$ cat config.mk
export PLATFORM = sky130hd
export DESIGN_NAME = reset_sequencer
export DESIGN_NICKNAME = d
export VERILOG_FILES = /design/src/rtl/reset_sequencer.sv
export SDC_FILE = /design/constraint.sdc
export NUM_CORES = 1
export LEC_CHECK = 0
export ABC_CLOCK_PERIOD_IN_PS = 2100
export CORE_UTILIZATION = 30
export CTS_CLUSTER_DIAMETER = 50
export DETAILED_ROUTE_END_ITERATION = 10
export PLACE_DENSITY = 0.56
export SYNTH_ARGS = -nofsm -noshare
export SYNTH_HDL_FRONTEND = slang
export SYNTH_SLANG_ARGS = --single-unit
export TNS_END_PERCENT = 20
$ cat constraint.sdc
create_clock -name clk -period 2.1 [get_ports clk]
set_input_delay 0.315 -clock clk [delete_from_list [all_inputs] [get_ports clk]]
set_output_delay 0.315 -clock clk [all_outputs]
set_load 0.02 [all_outputs]
$ cat src/rtl/reset_sequencer.sv
// Releases NDOM downstream reset domains one at a time, in index order, waiting
// for each domain's ready flag plus a fixed gap; flags a sticky timeout on failure.
module reset_sequencer #(
    parameter int unsigned NDOM     = 4,
    parameter int unsigned NREQ     = 3,
    parameter int unsigned HOLD_MIN = 8,
    parameter int unsigned DELAY    = 16,
    parameter int unsigned TIMEOUT  = 1024,
    localparam int unsigned IDX_W   = (NDOM > 1) ? $clog2(NDOM) : 1
) (
    input  logic             clk,
    input  logic             reset,
    input  logic [NREQ-1:0]  req,
    input  logic [NDOM-1:0]  domain_ready,
    output logic [NDOM-1:0]  domain_reset,
    output logic             all_ready,
    output logic             busy,
    output logic             timeout_err,
    output logic [IDX_W-1:0] fail_idx,
    output logic [NREQ-1:0]  cause
);

    localparam int unsigned CNT_MAX_HD = (HOLD_MIN > DELAY) ? HOLD_MIN : DELAY;
    localparam int unsigned CNT_MAX    = (CNT_MAX_HD > TIMEOUT) ? CNT_MAX_HD : TIMEOUT;
    localparam int unsigned CNT_W      = (CNT_MAX > 1) ? $clog2(CNT_MAX) : 1;

    typedef enum logic [2:0] {
        S_HOLD  = 3'd0,
        S_WAIT  = 3'd1,
        S_GAP   = 3'd2,
        S_RUN   = 3'd3,
        S_FAULT = 3'd4
    } state_e;

    state_e           state_q, state_d;
    logic [CNT_W-1:0] cnt_q, cnt_d;
    logic [IDX_W-1:0] idx_q, idx_d;

    logic [NDOM-1:0]  domain_reset_q, domain_reset_d;
    logic             all_ready_q, all_ready_d;
    logic             busy_q, busy_d;
    logic             timeout_err_q, timeout_err_d;
    logic [IDX_W-1:0] fail_idx_q, fail_idx_d;
    logic [NREQ-1:0]  cause_q, cause_d;

    logic             req_any;

    assign req_any = |req;

    // State and registered outputs; reset wins over everything
    always_ff @(posedge clk) begin
        if (reset) begin
            state_q        <= S_HOLD;
            cnt_q          <= '0;
            idx_q          <= '0;
            domain_reset_q <= '1;
            all_ready_q    <= 1'b0;
            busy_q         <= 1'b1;
            timeout_err_q  <= 1'b0;
            fail_idx_q     <= '0;
            cause_q        <= '0;
        end else begin
            state_q        <= state_d;
            cnt_q          <= cnt_d;
            idx_q          <= idx_d;
            domain_reset_q <= domain_reset_d;
            all_ready_q    <= all_ready_d;
            busy_q         <= busy_d;
            timeout_err_q  <= timeout_err_d;
            fail_idx_q     <= fail_idx_d;
            cause_q        <= cause_d;
        end
    end

    // Next state, shared counter and domain index
    always_comb begin
        state_d = state_q;
        cnt_d   = cnt_q;
        idx_d   = idx_q;
        if (req_any) begin
            state_d = S_HOLD;
            cnt_d   = '0;
            idx_d   = '0;
        end else begin
            case (state_q)
                S_HOLD: begin
                    if (cnt_q == CNT_W'(HOLD_MIN - 1)) begin
                        state_d = S_WAIT;
                        cnt_d   = '0;
                        idx_d   = '0;
                    end else begin
                        cnt_d = cnt_q + CNT_W'(1);
                    end
                end
                S_WAIT: begin
                    if (domain_ready[idx_q]) begin
                        state_d = S_GAP;
                        cnt_d   = '0;
                    end else if (cnt_q == CNT_W'(TIMEOUT - 1)) begin
                        state_d = S_FAULT;
                        cnt_d   = '0;
                    end else begin
                        cnt_d = cnt_q + CNT_W'(1);
                    end
                end
                S_GAP: begin
                    if (cnt_q == CNT_W'(DELAY - 1)) begin
                        cnt_d = '0;
                        if (idx_q == IDX_W'(NDOM - 1)) begin
                            state_d = S_RUN;
                        end else begin
                            state_d = S_WAIT;
                            idx_d   = idx_q + IDX_W'(1);
                        end
                    end else begin
                        cnt_d = cnt_q + CNT_W'(1);
                    end
                end
                default: ;
            endcase
        end
    end

    // Output next values, derived from the current and next state
    always_comb begin
        domain_reset_d = domain_reset_q;
        timeout_err_d  = timeout_err_q;
        fail_idx_d     = fail_idx_q;
        cause_d        = cause_q;
        all_ready_d    = (state_d == S_RUN);
        busy_d         = (state_d == S_HOLD) || (state_d == S_WAIT) || (state_d == S_GAP);
        if (req_any) begin
            domain_reset_d = '1;
            // Requests accumulate only while already holding; a new hold starts fresh
            cause_d        = ((state_q == S_HOLD) ? cause_q : '0) | req;
            timeout_err_d  = 1'b0;
        end else begin
            case (state_q)
                S_HOLD: begin
                    if (state_d == S_WAIT) begin
                        domain_reset_d[0] = 1'b0;
                    end
                end
                S_WAIT: begin
                    if (state_d == S_FAULT) begin
                        domain_reset_d[idx_q] = 1'b1;
                        timeout_err_d         = 1'b1;
                        fail_idx_d            = idx_q;
                    end
                end
                S_GAP: begin
                    if (state_d == S_WAIT) begin
                        domain_reset_d[idx_d] = 1'b0;
                    end
                end
                default: ;
            endcase
        end
    end

    assign domain_reset = domain_reset_q;
    assign all_ready    = all_ready_q;
    assign busy         = busy_q;
    assign timeout_err  = timeout_err_q;
    assign fail_idx     = fail_idx_q;
    assign cause        = cause_q;

endmodule

==> changes_impl.md <==
## Flow update

- Tapcell count: 52
- Max-cap violations: 0
- Chip width: 69.67 um
- Initial antenna violation count: 0
- Largest net degree at the start of global routing: 17
- Layout cells sized above 1: 0.1302
- Critical Path Source Type: input pin
- HPWL after detailed placement: 2434 um
- Inverters, non-clock: 2
- EDFF count, synth: 0
- Biggest Area Class: logic gates
- Slew margin rel.: 0.6547
- Clock buffers: 3
- Biggest consumer: sequential cells
- Multi-In Gates: 125
- CP endpoint: domain_reset[3]
- Min Hold Slack: 479.0 ps
- Netlist cell types: 47
- Die area: 0.004854 mm2
- Antenna diodes: 0
- Post-synth seq share: 0.3934
- Synth Instances: 164
- Most frequent cells in the layout: 30 x nor2_1, 27 x dfxtp_1, 20 x clkdlybuf4s50_1, 14 x buf_4, 12 x a21oi_1
- And+or+nand+nor area frac: 0.2969
- Post-CTS setup buffer count: 0
- FF-to-FF setup slack: 130 ps
- Overall routed net length: 3272 um
- Critical path arrival: 2200 ps
- Mean Syn Cell Area: 8.377 um2
- Critical Path Source: domain_ready[3]
- Power Sequential: 0.000519 W
- Clk buf depth: 2
- Post-synth ARST share: 0
- Combinational Power: 0.0000540 W
- Hold path startpoint: timeout_err
- Required @ worst endpoint: 2310 ps
- P_int: 0.0006815 W
- Switching part of the total: 0.2236
- P per Cell Area: 499.7 mW/mm2
- Mux share: 0.03097
- DR vias: 1305
- CP Class: input pin to register
- Finished Layout Cells: 244
- Fill cells: 435
- Total power: 0.0008778 W
- Dominant comb cell: simple AND/OR/NAND/NOR gates
- Hold Vio Cnt, Final: 0
- Comb gate area: 789.5 um2
- Global Route Usage Sum: 0.1431
- CP Max Fanout: 5
- Worst Hold Path Cells: 2
- Max H-tree Level: 1
- Comb pwr share: 0.062
- Seq area share: 0.3077
- Buffer share of cell area: 0.1738
- Cycle use final: 0.9491
- Stage-log warning count: 26
- Adder share: 0.009107
- Antenna Violating Nets Remaining: 0
- CTS root buffer: clkbuf_8
- Reg-to-Reg End: domain_reset[3]
- Pleak: 0.6403 nW
- Mapped Nets: 174
- TritonCTS clock tree: done
- Flip-flops: 27
- Final nets: 203
- FP Util: 0.3134
- CTS buffer count: 3
- Yosys synthesis chip area: 0.001374 mm2
- Synth-to-Final Area Change: 27.87%
- RSZ-0062 raised after global routing: no
- Vias in the first global route: 1249
- Slew Limit Fails: 0
- Clock group power: 0.000305 W
- Final setup vio count: 0
- Global route overflow: 0
- Crit path time final: 1993 ps
- Worst-Margin Slew: 514.6 ps
- Power share of the clock group: 0.348
- Psw: 0.0001963 W
- Core Region: 0.004384 mm2
- Clk tree area frac: 0.02778
- Clk sinks: 27
- FF-to-FF path depth: 5
- Design area: 0.001757 mm2
- DRC violation count after routing: 0
- Commonest flop: dfxtp_1
- Iter 0 DRT Violations: 45
- Hold Path End: timeout_err
- Clk_skew: 3.989 ps
- Status: complete, no violations
- Seq. cell area: 540.5 um2
- Mapped cell area: 0.001374 mm2
- Drt via density: 5.348
- Insertion Delay late pin: 280 ps
- Yosys stat cell total: 164
- Rows: 24
- GP Congestion: 0.8862
- Critical path capture point type: register
- Register share of total power: 0.591
- Worst IR Drop VDD: 0.1856 mV
- Global-route wire length before repair: 5533 um
- Yosys aoi share: 0.1694
- Die H: 69.67 um
- Logic share of the area: 0.4494
- Placed Area: 0.001702 mm2
- Worst hold path class: register to register
- Max Clk Rate: 0.5017 GHz
- Worst R2R Start: idx_q[0]
- Reg clk slew, reported paths: 100 ps
- Io pins: 21
- Warnings, synthesis: 0
- Most frequent logic cell in the layout: nor2_1
- Buffers excl. clock: 34
- Flops after synth: 27
- Port bufs: 20
- Placed cell count: 240
- WL per Instance: 13.41 um
- Drt pass-1 iters: 4
- Xor/xnor share: 0.06375
==> sequential cells by signal, indices dropped and copies added (netlist names) <==
signal and cells:
fail_idx 2, domain_reset 4, state_q 3, idx_q 2, busy 1, all_ready 1
timeout_err 1, cnt_q 10, cause 3
==> cell usage after synthesis, types with 3 or more instances <==
library cell	count	area [um2]
nand2_1	11	41.29
xor2_1	9	78.83
nand4_1	5	31.28
nor2_1	30	112.6
nand3_1	4	20.02
a21oi_1	12	60.06
a211oi_1	3	22.52
dfxtp_1	27	540.5
buf_2	4	20.02
clkbuf_1	6	22.52
and3_1	4	25.02
nor3_1	6	30.03
==> kinds of logic (layout without fill, tap and decap cells) <==
logic type,after synthesis,in the layout
buffers and inverters,12,40
multiplexers,3,3
adder cells (fa/ha/maj),1,1
AND-OR/OR-AND,34,34
flip-flops,27,27
AND/OR/NAND/NOR,77,77
XOR/XNOR,10,10
==> critical path, stage by stage <==
cell and delay (ps):
clkdlybuf4s50_1 390, mux4_2 480, or3_4 420, nor3_4 300
a311oi_1 150, a21oi_1 150
==> through the flow <==
step | util | setup TNS [ps] | worst slack (ps)
after global placement | 0.3881 | -1297 | -141.9
final | 0.4007 | 0 | 106.9
after CTS | 0.3993 | 0 | 88.73
after detailed placement | 0.3881 | -1773 | -185.1
after global routing | 0.4007 | 0 | 5.072
after floorplan | - | 0 | 193.8
==> layer usage <==
metal / track usage / part of all wire / wire length [um] / vias up
met3: 0.02616 / 0.031 / 102 / 12
met5: 0 / 0 / 0 / -
met1: 0.1742 / 0.47 / 1522 / 619
met4: 0.09333 / 0.034 / 111 / 0
li1: - / - / - / 649
met2: 0.2309 / 0.47 / 1535 / 25
==> what timing repair did <==
item                       in CTS  in global routing
hold buffers                    0                  0
resized                         0                  1
setup endpoints to repair       0                  2
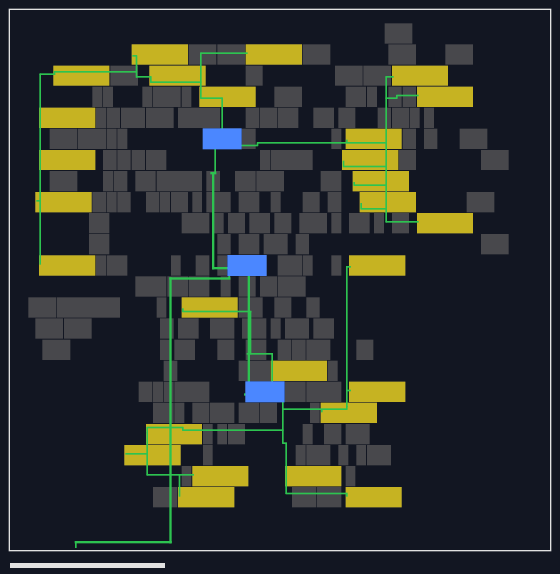
*Routed clock nets over the placement*
Scale bar: 20 um.
blue -> clock-net drivers  # count 3
green -> clock wires  # length 340 um
yellow -> flip-flops  # count 27
flops lie = widely spread
routed clock nets = 4

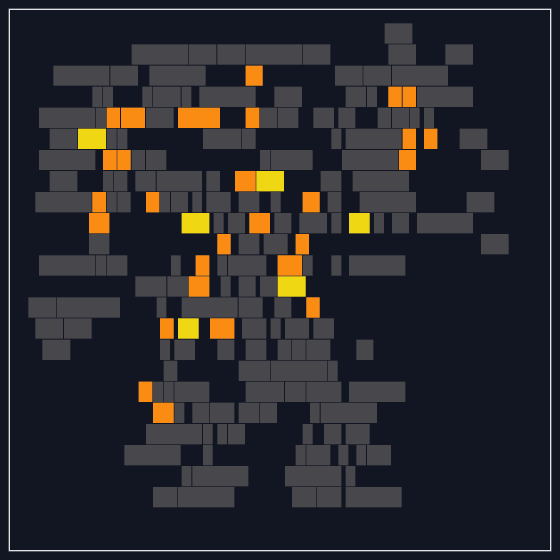
*Logic cells by family*
yellow -> non-inverting ao/oa cells  # cells 6
orange -> aoi and oai cells  # cells 28

Power figures rest on the tool's default switching activity, not on a simulated workload.
